**The clock network**

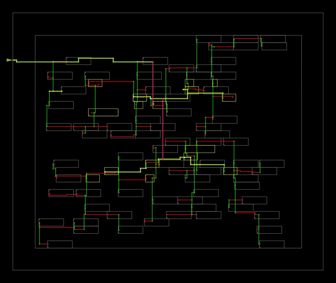
**Wire density map**

Scale: 3 px per um. 23 x 19 tiles, from black (low) to pale yellow (high), scaled to the fullest tile. Values are wire area over tile area, all layers added.
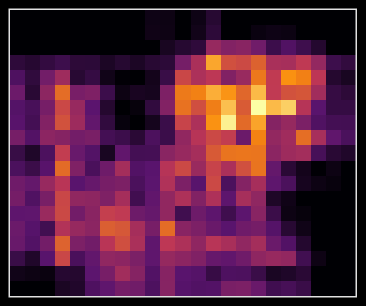
### src/rtl/writeback_arbiter_pkg.sv
// Shared parameters and types for the writeback arbiter slice.
package writeback_arbiter_pkg;

    localparam int REG_ADDR_W   = 5;
    localparam int VALUE_W      = 32;
    localparam int STARVE_LIMIT = 3;
    localparam int NUM_REGS     = 1 << REG_ADDR_W;

    typedef enum logic [0:0] {
        NORMAL   = 1'b0,
        MEM_PRIO = 1'b1
    } wb_state_t;

    // Saturating 2-bit increment so the stall counter can never wrap back to zero.
    function automatic logic [1:0] sat_inc2(input logic [1:0] v);
        return (v == 2'd3) ? v : v + 2'd1;
    endfunction

endpackage

### src/rtl/writeback_arbiter_if.sv
// Bus bundle for the writeback arbiter: two result channels, issue/hazard ports, RF write port.
interface writeback_arbiter_if;
    import writeback_arbiter_pkg::*;

    logic                  alu_valid;
    logic [REG_ADDR_W-1:0] alu_rd;
    logic [VALUE_W-1:0]    alu_data;
    logic                  alu_ready;

    logic                  mem_valid;
    logic [REG_ADDR_W-1:0] mem_rd;
    logic [VALUE_W-1:0]    mem_data;
    logic                  mem_ready;

    logic                  issue_valid;
    logic [REG_ADDR_W-1:0] issue_rd;

    logic [REG_ADDR_W-1:0] rs1;
    logic [REG_ADDR_W-1:0] rs2;
    logic                  busy1;
    logic                  busy2;

    logic [REG_ADDR_W-1:0] rd;
    logic [VALUE_W-1:0]    writeData;
    logic                  RegWrite;

    modport slave (
        input  alu_valid, alu_rd, alu_data, mem_valid, mem_rd, mem_data,
               issue_valid, issue_rd, rs1, rs2,
        output alu_ready, mem_ready, busy1, busy2, rd, writeData, RegWrite
    );

    modport master (
        output alu_valid, alu_rd, alu_data, mem_valid, mem_rd, mem_data,
               issue_valid, issue_rd, rs1, rs2,
        input  alu_ready, mem_ready, busy1, busy2, rd, writeData, RegWrite
    );

endinterface

### src/rtl/writeback_arbiter_reg_scoreboard.sv
// Per-register pending bits: set by issue, cleared by the register-file write, queried by hazard ports.
module reg_scoreboard
    import writeback_arbiter_pkg::*;
(
    input  logic                  clock,
    input  logic                  reset,
    input  logic                  i_set_valid,
    input  logic [REG_ADDR_W-1:0] i_set_rd,
    input  logic                  i_clr_valid,
    input  logic [REG_ADDR_W-1:0] i_clr_rd,
    input  logic [REG_ADDR_W-1:0] i_rs1,
    input  logic [REG_ADDR_W-1:0] i_rs2,
    output logic                  o_busy1,
    output logic                  o_busy2
);

    localparam logic [NUM_REGS-1:0] ONE_C  = {{(NUM_REGS-1){1'b0}}, 1'b1};
    localparam logic [NUM_REGS-1:0] ZERO_C = {NUM_REGS{1'b0}};
    localparam logic [REG_ADDR_W-1:0] X0_C = {REG_ADDR_W{1'b0}};

    logic [NUM_REGS-1:0] r_pending;
    logic [NUM_REGS-1:0] w_set_mask;
    logic [NUM_REGS-1:0] w_clr_mask;
    logic [NUM_REGS-1:0] w_pending_next;

    // Set is applied after clear so a same-cycle reissue keeps the register pending; x0 is never tracked.
    assign w_set_mask     = (i_set_valid && (i_set_rd != X0_C)) ? (ONE_C << i_set_rd) : ZERO_C;
    assign w_clr_mask     = i_clr_valid ? (ONE_C << i_clr_rd) : ZERO_C;
    assign w_pending_next = ((r_pending & ~w_clr_mask) | w_set_mask) & ~ONE_C;

    // Pending-bit storage.
    always_ff @(posedge clock or posedge reset) begin
        if (reset) begin
            r_pending <= ZERO_C;
        end else begin
            r_pending <= w_pending_next;
        end
    end

    assign o_busy1 = (i_rs1 != X0_C) && r_pending[i_rs1];
    assign o_busy2 = (i_rs2 != X0_C) && r_pending[i_rs2];

endmodule

### src/rtl/writeback_arbiter.sv
// Arbitrates ALU and load results onto one register-file write port, with load anti-starvation.
module writeback_arbiter
    import writeback_arbiter_pkg::*;
(
    input  logic                clock,
    input  logic                reset,
    writeback_arbiter_if.slave  bus
);

    localparam logic [1:0]            STALL_LIMIT_C = 2'(STARVE_LIMIT);
    localparam logic [REG_ADDR_W-1:0] X0_C          = {REG_ADDR_W{1'b0}};

    wb_state_t             r_state;
    logic [1:0]            r_stall;
    logic [REG_ADDR_W-1:0] r_rd;
    logic [VALUE_W-1:0]    r_data;
    logic                  r_wr;

    logic       w_alu_ready;
    logic       w_mem_ready;
    logic       w_alu_fire;
    logic       w_mem_fire;
    logic [1:0] w_stall_next;
    logic       w_busy1;
    logic       w_busy2;

    // Ready depends only on state and the opposite channel's valid, so at most one channel fires.
    always_comb begin
        w_alu_ready = 1'b0;
        w_mem_ready = 1'b0;
        if (reset) begin
            w_alu_ready = 1'b0;
            w_mem_ready = 1'b0;
        end else begin
            case (r_state)
                NORMAL: begin
                    w_alu_ready = 1'b1;
                    w_mem_ready = !bus.alu_valid;
                end
                MEM_PRIO: begin
                    w_alu_ready = !bus.mem_valid;
                    w_mem_ready = 1'b1;
                end
                default: begin
                    w_alu_ready = 1'b0;
                    w_mem_ready = 1'b0;
                end
            endcase
        end
    end

    assign w_alu_fire = bus.alu_valid && w_alu_ready;
    assign w_mem_fire = bus.mem_valid && w_mem_ready;

    // Stall count of consecutive refused load beats.
    always_comb begin
        w_stall_next = 2'd0;
        if (w_mem_fire || !bus.mem_valid) begin
            w_stall_next = 2'd0;
        end else begin
            w_stall_next = sat_inc2(r_stall);
        end
    end

    // Priority FSM and stall counter.
    always_ff @(posedge clock or posedge reset) begin
        if (reset) begin
            r_state <= NORMAL;
            r_stall <= 2'd0;
        end else begin
            r_stall <= w_stall_next;
            case (r_state)
                NORMAL:   r_state <= (w_stall_next == STALL_LIMIT_C) ? MEM_PRIO : NORMAL;
                MEM_PRIO: r_state <= w_mem_fire ? NORMAL : MEM_PRIO;
                default:  r_state <= NORMAL;
            endcase
        end
    end

    // Register-file write port; a beat to x0 is consumed but never written.
    always_ff @(posedge clock or posedge reset) begin
        if (reset) begin
            r_rd   <= X0_C;
            r_data <= {VALUE_W{1'b0}};
            r_wr   <= 1'b0;
        end else if (w_alu_fire) begin
            r_rd   <= bus.alu_rd;
            r_data <= bus.alu_data;
            r_wr   <= (bus.alu_rd != X0_C);
        end else if (w_mem_fire) begin
            r_rd   <= bus.mem_rd;
            r_data <= bus.mem_data;
            r_wr   <= (bus.mem_rd != X0_C);
        end else begin
            r_wr   <= 1'b0;
        end
    end

    reg_scoreboard u_scoreboard (
        .clock       (clock),
        .reset       (reset),
        .i_set_valid (bus.issue_valid),
        .i_set_rd    (bus.issue_rd),
        .i_clr_valid (r_wr),
        .i_clr_rd    (r_rd),
        .i_rs1       (bus.rs1),
        .i_rs2       (bus.rs2),
        .o_busy1     (w_busy1),
        .o_busy2     (w_busy2)
    );

    assign bus.alu_ready = w_alu_ready;
    assign bus.mem_ready = w_mem_ready;
    assign bus.busy1     = w_busy1;
    assign bus.busy2     = w_busy2;
    assign bus.rd        = r_rd;
    assign bus.writeData = r_data;
    assign bus.RegWrite  = r_wr;

endmodule

### src/flat_wrapper.sv
// flat-port wrapper written by rule: the top's interface ports become plain ports
module writeback_arbiter_flat import writeback_arbiter_pkg::*;
  (clock, reset, bus_alu_valid, bus_alu_rd, bus_alu_data, bus_mem_valid, bus_mem_rd, bus_mem_data, bus_issue_valid, bus_issue_rd, bus_rs1, bus_rs2, bus_alu_ready, bus_mem_ready, bus_busy1, bus_busy2, bus_rd, bus_writeData, bus_RegWrite);
  writeback_arbiter_if bus_i ();
  input  logic clock;
  input  logic reset;
  input wire logic [$bits(bus_i.alu_valid)-1:0] bus_alu_valid;
  input wire logic [$bits(bus_i.alu_rd)-1:0] bus_alu_rd;
  input wire logic [$bits(bus_i.alu_data)-1:0] bus_alu_data;
  input wire logic [$bits(bus_i.mem_valid)-1:0] bus_mem_valid;
  input wire logic [$bits(bus_i.mem_rd)-1:0] bus_mem_rd;
  input wire logic [$bits(bus_i.mem_data)-1:0] bus_mem_data;
  input wire logic [$bits(bus_i.issue_valid)-1:0] bus_issue_valid;
  input wire logic [$bits(bus_i.issue_rd)-1:0] bus_issue_rd;
  input wire logic [$bits(bus_i.rs1)-1:0] bus_rs1;
  input wire logic [$bits(bus_i.rs2)-1:0] bus_rs2;
  output wire logic [$bits(bus_i.alu_ready)-1:0] bus_alu_ready;
  output wire logic [$bits(bus_i.mem_ready)-1:0] bus_mem_ready;
  output wire logic [$bits(bus_i.busy1)-1:0] bus_busy1;
  output wire logic [$bits(bus_i.busy2)-1:0] bus_busy2;
  output wire logic [$bits(bus_i.rd)-1:0] bus_rd;
  output wire logic [$bits(bus_i.writeData)-1:0] bus_writeData;
  output wire logic [$bits(bus_i.RegWrite)-1:0] bus_RegWrite;
  assign bus_i.alu_valid = bus_alu_valid;
  assign bus_i.alu_rd = bus_alu_rd;
  assign bus_i.alu_data = bus_alu_data;
  assign bus_i.mem_valid = bus_mem_valid;
  assign bus_i.mem_rd = bus_mem_rd;
  assign bus_i.mem_data = bus_mem_data;
  assign bus_i.issue_valid = bus_issue_valid;
  assign bus_i.issue_rd = bus_issue_rd;
  assign bus_i.rs1 = bus_rs1;
  assign bus_i.rs2 = bus_rs2;
  assign bus_alu_ready = bus_i.alu_ready;
  assign bus_mem_ready = bus_i.mem_ready;
  assign bus_busy1 = bus_i.busy1;
  assign bus_busy2 = bus_i.busy2;
  assign bus_rd = bus_i.rd;
  assign bus_writeData = bus_i.writeData;
  assign bus_RegWrite = bus_i.RegWrite;
  writeback_arbiter u_core (.clock(clock), .reset(reset), .bus(bus_i));
endmodule
### config.mk
export PLATFORM = sky130hd
export DESIGN_NAME = writeback_arbiter_flat
export DESIGN_NICKNAME = d
export VERILOG_FILES = /design/src/rtl/writeback_arbiter_pkg.sv /design/src/rtl/writeback_arbiter_if.sv /design/src/rtl/writeback_arbiter_reg_scoreboard.sv /design/src/rtl/writeback_arbiter.sv /design/src/flat_wrapper.sv
export SDC_FILE = /design/constraint.sdc
export NUM_CORES = 1
export LEC_CHECK = 0
export CAP_MARGIN = 30
export CORE_ASPECT_RATIO = 0.8
export CORE_MARGIN = 8
export CORE_UTILIZATION = 49
export CTS_CLUSTER_DIAMETER = 150
export DETAILED_ROUTE_END_ITERATION = 12
export MAX_ROUTING_LAYER = met4
export PLACE_DENSITY = 0.86
export SLEW_MARGIN = 30
export SYNTH_ARGS = -nofsm -noshare
export SYNTH_HDL_FRONTEND = slang
export SYNTH_HIERARCHICAL = 1
export SYNTH_SLANG_ARGS = --single-unit
### constraint.sdc
create_clock -name clock -period 6.8 [get_ports clock]
set_clock_uncertainty 0.1 [all_clocks]
set_input_delay 2.04 -clock clock [delete_from_list [all_inputs] [get_ports clock]]
set_output_delay 2.04 -clock clock [all_outputs]
set_load 0.05 [all_outputs]
==> impl_metrics.csv <==
group,metric,value,unit
die,rows,29,
final_timing,timing.fmax,157,MHz
layout,comb_area_frac,0.347,
cts,cts_buffer_depth,2,
critical_path,r2r_start,"u_core/r_state$_DFF_PP0_",
critical_path,crit_path_end,"bus_busy1",
synth,async_reset_ff_frac,1.00,
power,ir_drop,149,uV
layout,num-clock-buffers,10,
final_timing,fin_crit_sh,0.937,
critical_path,crit_buf_inv,2,
die,fp_util,0.494,
die,die_x,115,um
layout,antenna_cells,0,
synth,ys_area,3860,um2
synth,yosysUniqueCellTypes,43,
final_timing,fin_crit,6.37,ns
layout,largest_class,"multi-input combinational cells",
layout,n_all_buffers,137,
layout,layout.cells.non_filler,637,
power,fin_total_pwr,1.64,mW
hold_path,hp-start,"u_core/r_stall[0]$_DFF_PP0_",
final_timing,worst_pin_slew,0.985,ns
final_timing,relSlewSlack,0.342,
final_timing,holdWs,0.346,ns
power,clkPwrFrac,0.233,
run,drv_cap,0,
synth,simple_gate_share,0.124,
route,met3_length,1430,um
route,drt_first_pass_iters,5,
run_status,status,"finished clean",
cts,cts_hold_buf,0,
route,met1_length,4870,um
critical_path,critPathLaunchType,"primary input",
die,num_io_pins,136,
route,drc,0,
cts,cts_resized,0,
layout,area_delta_synth_final,40.8,%
route,ant_nets,0,
layout,nFillCells,578,
layout,sh_seq_area,0.332,
power,p_per_area,302,nW/um2
power,switchingPower,0.620,mW
critical_path,critPathSlowestCell,"clkdlybuf4s50_1",
synth,area_leaders,"dfrtp_1, o21ai_0, a21oi_1, mux4_2, mux4_1",
synth,largest_area_cell,"dfrtp_1",
layout,comb_area,1880,um2
place,place_ws,0.457,ns
final_timing,maxSlewViolCount,0,
synth,ys_sh_adder,0,
synth,fp_nets,494,
critical_path,slowest_delay,0.74,ns
critical_path,rr_endpoint,"u_core/bus.RegWrite$_DFF_PP0_",
synth,yosysWarnings,6,
synth,syn_inst,400,
final_timing,finalHoldViolations,0,
final_timing,worst_slack,0.428,ns
die,die_area,11000,um2
synth,synthMuxAreaShare,0.102,
layout,layout_top_cell,"clkdlybuf4s50_1",
critical_path,path_cells,"clkdlybuf4s50_1 -> mux4_1 -> mux2_2 -> a311o_1 -> buf_4",
critical_path,cp_top_family,"buffers and inverters",
global_route,grt_pass1_wl,21100,um
critical_path,cp_data_arrival_time,4.23,ns
global_route,grt_pass1_vias,4073,
layout,lay_top_cells,"clkdlybuf4s50_1, o21ai_0, a21oi_1, dfrtp_1, nor2_1",
synth,topCombFamilyByArea,"AND-OR/OR-AND gates",
synth,ys_ff,72,
route,drtIter0Drc,341,
layout,drive_gt1_frac,0.0832,
hold_path,whs_endpoint,"u_core/r_stall[0]$_DFF_PP0_",
critical_path,critPathKind,"in2out",
hold_path,hold_path_depth,1,
power,p_int,1.02,mW
critical_path,endpoint_kind,"primary output",
layout,clock_cell_area_share,0.0422,
place,dpl.cell_count,621,
global_route,grt_max_degree,44,
critical_path,crit_start,"bus_rs1[0]",
final_timing,tns,0,ns
route,routed_via_density,6.08,
place,place_congestion,1.02,
synth,ys_sh_aoi,0.262,
-- 'the clock network' (at the start) --
clock-net power: 0.382 mW
Worst-Skew Late Latency: 0.34 ns
clk sink count: 72
CTS Buf Count: 9

-- 'wire density map' (at the start) --
nearly empty tiles: 18%
densest ninth of the die: middle
fullest tile: 0.78
Tot GR Track Use: 0.257
vias: 3872
WL/cell: 20.6 um
Final Routed Wirelength: 13100 um

power by group through the flow:
stage / clock [mW] / combinational [mW] / sequential [mW]
after floorplan: 0 / 0.270 / 0.731
after global placement: 0 / 0.557 / 0.662
final: 0.382 / 0.582 / 0.676
after global routing: 0.410 / 0.625 / 0.683
after CTS: 0.389 / 0.580 / 0.664
after detailed placement: 0 / 0.576 / 0.672
per-layer routing:
| layer | track usage | vias up |
|---|---|---|
| li1 | - | 1730 |
| met1 | 0.295 | 1845 |
| met2 | 0.401 | 245 |
| met3 | 0.0962 | 52 |
| met4 | 0.104 | 0 |
| met5 | - | - |
Power is estimated from default activity; no workload was simulated.
